===== src/rtl/sync_fifo_pkg.sv =====
// Shared sizing for the 32x8 synchronous FIFO and its storage.
package sync_fifo_pkg;

    localparam int DEPTH  = 32;
    localparam int WIDTH  = 8;
    localparam int ADDR_W = $clog2(DEPTH);

    // Occupancy needs one extra bit so that a full FIFO (count == DEPTH) is representable.
    function automatic int cnt_w(input int depth);
        return $clog2(depth) + 1;
    endfunction

endpackage


===== src/rtl/sync_fifo_32x8_mem.sv =====
// DEPTH x WIDTH storage: one synchronous write port, one registered read port.
// Array is never reset; only the read register clears so dout reads 0 after reset.
module fifo_mem #(
    parameter int DEPTH  = sync_fifo_pkg::DEPTH,
    parameter int WIDTH  = sync_fifo_pkg::WIDTH,
    parameter int ADDR_W = $clog2(DEPTH)
) (
    input  logic              clk,
    input  logic              rst,
    input  logic              we_i,
    input  logic [ADDR_W-1:0] waddr_i,
    input  logic [WIDTH-1:0]  wdata_i,
    input  logic              re_i,
    input  logic [ADDR_W-1:0] raddr_i,
    output logic [WIDTH-1:0]  rdata_o
);

    logic [WIDTH-1:0] mem_q [DEPTH];
    logic [WIDTH-1:0] rdata_q;

    always_ff @(posedge clk) begin
        if (we_i) begin
            mem_q[waddr_i] <= wdata_i;
        end
    end

    always_ff @(posedge clk) begin
        if (!rst) begin
            rdata_q <= '0;
        end else if (re_i) begin
            rdata_q <= mem_q[raddr_i];
        end
    end

    assign rdata_o = rdata_q;

endmodule


===== src/rtl/sync_fifo_32x8.sv =====
// Synchronous FIFO: pointers, occupancy count and flags around fifo_mem.
// One-cycle read latency; writes when full and reads when empty are dropped.
module sync_fifo_32x8
    import sync_fifo_pkg::cnt_w;
#(
    parameter int DEPTH = sync_fifo_pkg::DEPTH,
    parameter int WIDTH = sync_fifo_pkg::WIDTH
) (
    input  logic             clk,
    input  logic             rst,
    input  logic             wr_en,
    input  logic [WIDTH-1:0] din,
    output logic             full,
    input  logic             rd_en,
    output logic [WIDTH-1:0] dout,
    output logic             empty
);

    localparam int AW = $clog2(DEPTH);
    localparam int CW = cnt_w(DEPTH);

    logic [AW-1:0] wr_ptr_q, wr_ptr_d;
    logic [AW-1:0] rd_ptr_q, rd_ptr_d;
    logic [CW-1:0] count_q, count_d;
    logic          wr_ok;
    logic          rd_ok;

    // Flags come from the registered count only, so they never see wr_en/rd_en combinationally.
    assign full  = (count_q == CW'(DEPTH));
    assign empty = (count_q == '0);

    // Gating by the flags resolves both simultaneous corner cases: write-only when empty, read-only when full.
    assign wr_ok = wr_en && !full && rst;
    assign rd_ok = rd_en && !empty && rst;

    always_comb begin
        wr_ptr_d = wr_ptr_q;
        rd_ptr_d = rd_ptr_q;
        count_d  = count_q;
        if (wr_ok) begin
            wr_ptr_d = wr_ptr_q + AW'(1);
        end
        if (rd_ok) begin
            rd_ptr_d = rd_ptr_q + AW'(1);
        end
        count_d = count_q + CW'(wr_ok) - CW'(rd_ok);
    end

    always_ff @(posedge clk) begin
        if (!rst) begin
            wr_ptr_q <= '0;
            rd_ptr_q <= '0;
            count_q  <= '0;
        end else begin
            wr_ptr_q <= wr_ptr_d;
            rd_ptr_q <= rd_ptr_d;
            count_q  <= count_d;
        end
    end

    fifo_mem #(
        .DEPTH  (DEPTH),
        .WIDTH  (WIDTH),
        .ADDR_W (AW)
    ) u_mem (
        .clk     (clk),
        .rst     (rst),
        .we_i    (wr_ok),
        .waddr_i (wr_ptr_q),
        .wdata_i (din),
        .re_i    (rd_ok),
        .raddr_i (rd_ptr_q),
        .rdata_o (dout)
    );

endmodule


===== config.mk =====
export PLATFORM = sky130hd
export DESIGN_NAME = sync_fifo_32x8
export DESIGN_NICKNAME = d
export VERILOG_FILES = /design/src/rtl/sync_fifo_pkg.sv /design/src/rtl/sync_fifo_32x8_mem.sv /design/src/rtl/sync_fifo_32x8.sv
export SDC_FILE = /design/constraint.sdc
export NUM_CORES = 1
export LEC_CHECK = 0
export CORE_MARGIN = 5
export CORE_UTILIZATION = 60
export DETAILED_ROUTE_END_ITERATION = 7
export GPL_TIMING_DRIVEN = 0
export PLACE_DENSITY = 0.77
export SLEW_MARGIN = 20
export SYNTH_ARGS = -nofsm -noshare
export SYNTH_HDL_FRONTEND = slang
export SYNTH_HIERARCHICAL = 1
export SYNTH_SLANG_ARGS = --single-unit
export TNS_END_PERCENT = 100

===== constraint.sdc =====
create_clock -name clk -period 3.7 [get_ports clk]
set_input_delay 0.37 -clock clk [delete_from_list [all_inputs] [get_ports clk]]
set_output_delay 0.37 -clock clk [all_outputs]
set_load 0.005 [all_outputs]

==> Implementation_results.wiki, run 1 <==
=== Physical design figures ===
{| class="wikitable"
! Metric !! Value
|-
| Pin count of the biggest net entering global routing || 33
|-
| Die Area || 0.02161 mm2
|-
| Starting utilization of the core area || between 60 and 70%
|-
| Sum of negative setup slack || 0 ps
|-
| Via count of the first global-routing pass || about 6400
|-
| Sequential power share || ~46%
|-
| Number of gates resized after cts || 0
|-
| Insertion Delay late pin || about 530 ps
|-
| NetSw || about 2.2 mW
|-
| Skew final || about 10 ps
|-
| DRC errors left || 0
|-
| Most repeated library cell on the critical path || inv_1
|-
| Yosys Warn Count || 6
|-
| Switching portion of total power || a little over a quarter
|-
| TritonCTS clock tree || done
|-
| Slew headroom || between 40% and 50%
|-
| Peak supply drop || about 480 uV
|-
| Aoi/oai-family share of the synthesized area || under 10%
|-
| First-pass GRT wire length || between 30 and 40 mm
|-
| Simple-Gate Area Share || under 10%
|-
| Routed length per placed instance || 25.33 um
|-
| Mapped Cells || 700
|-
| Req. time, crit path || 4150 ps
|-
| Distinct cells, synth || 36
|-
| Final-report max-slew violation count || 0
|-
| Worst flop-to-flop path startpoint || count_q[3]
|-
| Post-synthesis cell type with the largest combined area || edfxtp_1
|-
| Worst path slowest cell || clkdlybuf4s50_1
|-
| OpenROAD warning count || 28
|-
| Adder and majority gate portion of the synthesized area || 1.400%
|-
| Reported leakage power || 4.022 nW
|-
| Power per Cell Area || 628.1 mW/mm2
|-
| Clock Power Share || around 32%
|-
| Count of nets after finishing || 774
|-
| Fraction of layout instances using a drive strength above 1 || ~9.0%
|-
| Result of the run || finished clean
|}
-- run 1: power groups by stage --
| stage | Sequential [mW] | Clock, mW | Combinational (mW) |
|---|---|---|---|
| 2_1_floorplan | 3.64 | 0 | 1.19 |
| 6_report | 3.59 | 2.53 | 1.75 |
| 5_1_grt | 3.60 | 2.70 | 1.85 |
| 3_3_place_gp | 3.66 | 0 | 1.68 |
| 4_1_cts | 3.59 | 2.57 | 1.73 |
| 3_5_place_dp | 3.66 | 0 | 1.72 |
-- run 1: cells in the final DEF (no fill, tap or decap), drive strengths merged --
cell type      Yosys  final
a21o               1      1
a21oi             46     46
a22oi             64     64
and2               2      2
and4bb             2      2
buf               16     24
bufinv             0      1
clkbuf            20     56
clkdlybuf4s50      0     13
clkinv             0     10
dfxtp             24     24
edfxtp           256    256
fa                 1      1
ha                11     11
inv               11     11
mux2i            129    129
nand2             10     10
nand2b             4      4
nand3              6      6
nand3b             5      5
nand4              3      3
nor2              42     42
nor2b              3      3
nor3               2      2
nor4               1      1
o21ai             15     15
o21bai             1      1
o311a              1      1
o311ai             1      1
or2                1      1
or3                5      5
or3b               3      3
or4                8      8
xnor2              4      4
xor2               2      2
-- run 1: stage by stage --
step / hold WS, ps / utilization, % / setup WS, ps
final: 393.2 / 67.50 / 533.2
after global routing: 426.5 / 67.50 / 166.7
after CTS: 416.2 / 67.64 / 497.4
after detailed placement: 533.9 / 63.23 / -39.77
after global placement: 509.1 / 63.31 / 26.22
after floorplan: 468.9 / - / 1047
-- run 1: registers in the layout, summed over array words and instances (netlist names) --
signal         flops
u_mem/mem_q      256
u_mem/rdata_o      8
count_q            6
rd_ptr_q           5
wr_ptr_q           5
-- run 1: cell type report --
class / count / area (um2) / area share, %
clock buffer: 36 / 739.5 / 5.896
inverter: 11 / 41.29 / 0.3292
timing repair buffer: 21 / 170.2 / 1.357
buffer: 36 / 207.7 / 1.656
multi-input combinational: 373 / 2844 / 22.68
sequential: 280 / 8168 / 65.12
clock inverter: 11 / 78.83 / 0.6285
tap: 234 / 292.8 / 2.334
-- run 1: path summary, 6_finish.rpt --
path | slack [ps] | endpoint
max | 530 | count_q[4]
min | 390 | u_mem/mem_q[10][1]
max reg2reg | 580 | u_mem/mem_q[0][3]
min reg2reg | 550 | wr_ptr_q[1]
-- run 1: worst reg2reg max path: cells and delay by family, from the launching register on --
kind,cells,cell delay [ps]
AND/OR/NAND/NOR,5,1720
flip-flops,1,340
adder cells (fa/ha/maj),1,200
buffers and inverters,3,500
-- run 1: cells by family after synthesis --
| logic type | after synthesis |
|---|---|
| xor gates and xnor gates | 6 |
| buffers and inverters | 47 |
| and+or+nand+nor | 97 |
| DFF | 280 |
| adders and majority gates | 12 |
| muxes | 129 |
| AOI/OAI and AO/OA | 129 |
-- run 1: routing by layer --
layer / track usage (%) / wire (um) / up-vias
met2: 37.87 / 12100 / 308
met4: 7.130 / 835 / 0
met5: 0 / 0 / -
met1: 32.07 / 10100 / 3225
met3: 5.089 / 2337 / 65
li1: - / - / 2840
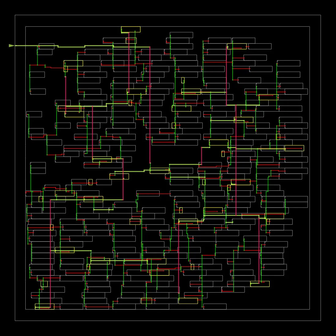
Run 1: clock routing
CTS Buf Count: 27
clock buffer count in the final layout: 36
count of flip-flops and latches: 280

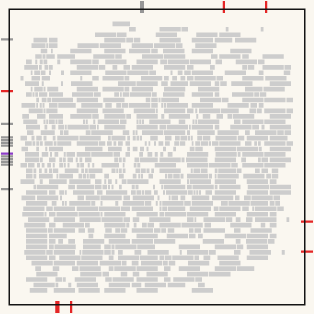
Run 1: pin map
Drawn at 2 px/um. Pins as bars across the die edge, other pins in grey.
legend:
  full:
    colour: purple
    pins: 1
    direction: output
    edge: left
  din:
    colour: red
    pins: 8
    direction: input
    edge: 3 bottom, 2 top, 2 right, 1 left
all pins by edge: 13 left, 4 top, 3 bottom, 2 right
die boundary height: 147.0 um
die outline width: 147.0 um
count of buffers from port buffering: 21

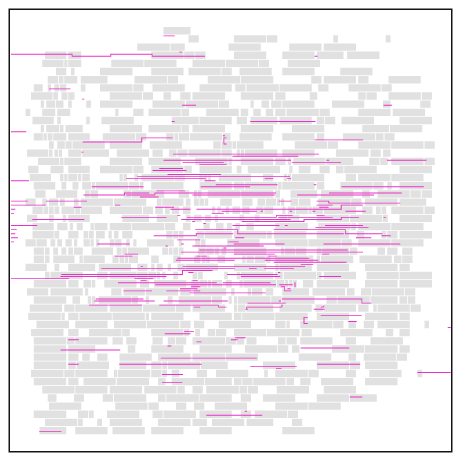
Run 1: met3 routing
Drawn at 3 px/um.
nets with wire on the layer: 110
wire length on this layer: 2340 um
main direction: horizontal
longest straight run: 60.3 um
share of all routed wire: 9.2%
number of vias after detailed routing: 6438
fraction of met3 tracks used by global routing: 5.089%
total detailed-routing wirelength: 25.38 mm

==> run 2, diff against run 1 <==
Settings changed: CORE_MARGIN 5 to 2, SLEW_MARGIN 20 to 10.
==> Implementation_results.wiki, run 2 <==
=== Physical design figures ===
{| class="wikitable"
! Metric !! Value
|-
| Sum of negative setup slack || 0 ps
|-
| Highest-utilization routing layer at the global route stage || met2
|-
| Die outline width || 141.0 um
|-
| Insertion Delay late pin || between 500 and 600 ps
|-
| CTS Buf Count || 27
|-
| GR Util met2 || 41.95%
|-
| Result of the run || finished clean
|-
| Skew final || around 27 ps
|-
| Die Area || roughly 0.020 mm2
|-
| Most used standard cell by instance count after synthesis || edfxtp_1
|-
| Number of gates resized after cts || 0
|-
| Mapped Cells || 700
|-
| Flop and latch count out of synthesis || about 280
|-
| Peak supply drop || 361.2 uV
|-
| Reg with most FFs || u_mem/mem_q
|-
| Met1 layer usage reported by global route || 36.87%
|-
| DRC errors left || 0
|-
| Count of nets after finishing || 774
|-
| Starting utilization of the core area || roughly three fifths
|-
| Final-report max-slew violation count || 0
|-
| TritonCTS clock tree || done
|-
| Distinct cells, synth || 36
|-
| Yosys Warn Count || 6
|-
| Commonest non-fill, non-tap cell in the layout || edfxtp_1
|-
| Reg clk slew, reported paths || roughly 60 ps
|-
| Worst flop-to-flop path startpoint || count_q[2]
|-
| Power per Cell Area || around 630 mW/mm2
|-
| Post-synthesis cell type with the largest combined area || edfxtp_1
|-
| Routed length per placed instance || 25.82 um
|-
| Die boundary height || approximately 140 um
|-
| Fraction of layout instances using a drive strength above 1 || under 10%
|-
| Count of buffers from port buffering || 21
|-
| First-pass GRT wire length || about 39 mm
|-
| Via count of the first global-routing pass || 6523
|-
| Top cells excl fill/tap || 256 x edfxtp_1, 129 x mux2i_1, 64 x a22oi_1
|-
| OpenROAD warning count || 28
|-
| Flip-flop count of the largest register after layout || between 200 and 300
|-
| Clock sinks || between 200 and 300
|-
| Req. time, crit path || about 4200 ps
|-
| Pin count of the biggest net entering global routing || 33
|}
-- run 2: cell counts after synthesis --
No cell type changed its count.
-- run 2: cell type report --
cell class / instances / area (um2)
buffer: 36 / 207.7
tap: 234 / 292.8
inverter: 11 / 41.29
clock buffer: 32 / 694.4
clock inverter: 14 / 146.4
timing repair buffer: 21 / 175.2
multi-input combinational: 373 / 2844
fill: 1198 / 6011
sequential: 280 / 8168
-- run 2: worst paths after layout --
check | to | slack, ps | depth (start not counted)
hold / removal | u_mem/mem_q[11][0] | 410 | 1
hold reg to reg | wr_ptr_q[1] | 550 | 2
setup reg to reg | count_q[4] | 490 | 14
setup / recovery | count_q[4] | 280 | 13
-- run 2: per-layer routing --
layer / vias up / wire length, um
met5: - / 0
met4: 0 / 1135
met3: 74 / 2136
met2: 338 / 12310
met1: 3248 / 10260
li1: 2825 / -
-- run 2: power breakdown --
part	internal, mW	total, mW	switching (mW)
sequential	3.53	3.60	0.0665
clock	1.54	2.64	1.10
combinational	0.729	1.70	0.969
-- run 2: critical path: stages --
cell and delay [ps]:
clkdlybuf4s50_1 830, inv_1 220, clkbuf_1 310, nor2_1 610, ha_1 350, inv_1 50
ha_1 160, inv_1 60, fa_1 420, inv_1 70, a21oi_1 60, o21bai_1 160
mux2i_1 200
-- run 2: cells by family after synthesis --
kind of cell	share of synthesized area, %
AOI/OAI and AO/OA	7.278
buffers and inverters	2.211
xor gates and xnor gates	0.4667
DFF	72.53
muxes	11.47
and+or+nand+nor	4.645
adders and majority gates	1.400
-- run 2: stage by stage --
| stage | hold WS, ps | power, mW | utilization [%] | setup WS [ps] |
|---|---|---|---|---|
| 3_5_place_dp | 534.7 | 5.344 | 63.26 | -212.3 |
| 3_3_place_gp | 521.6 | 5.283 | 63.31 | -45.23 |
| 5_1_grt | 434.8 | 8.201 | 67.65 | 158.5 |
| 2_1_floorplan | 468.9 | 4.835 | - | 1047 |
| 6_report | 410.7 | 7.935 | 67.65 | 281.6 |
| 4_1_cts | 456.4 | 7.952 | 67.78 | 330.6 |
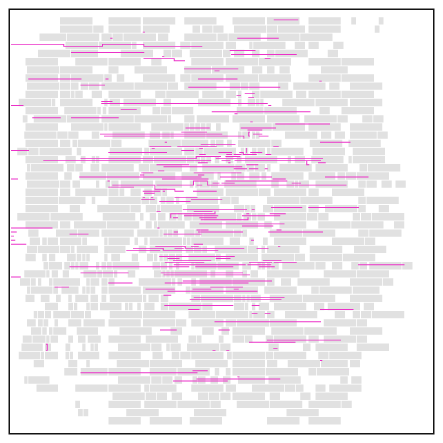
Run 2: met3 routing
Drawn at 3 px/um.
number of vias after detailed routing: 6485
total detailed-routing wirelength: 25.85 mm
fraction of met3 tracks used by global routing: 4.246%

Power figures rest on the tool's default switching activity, not on a simulated workload.
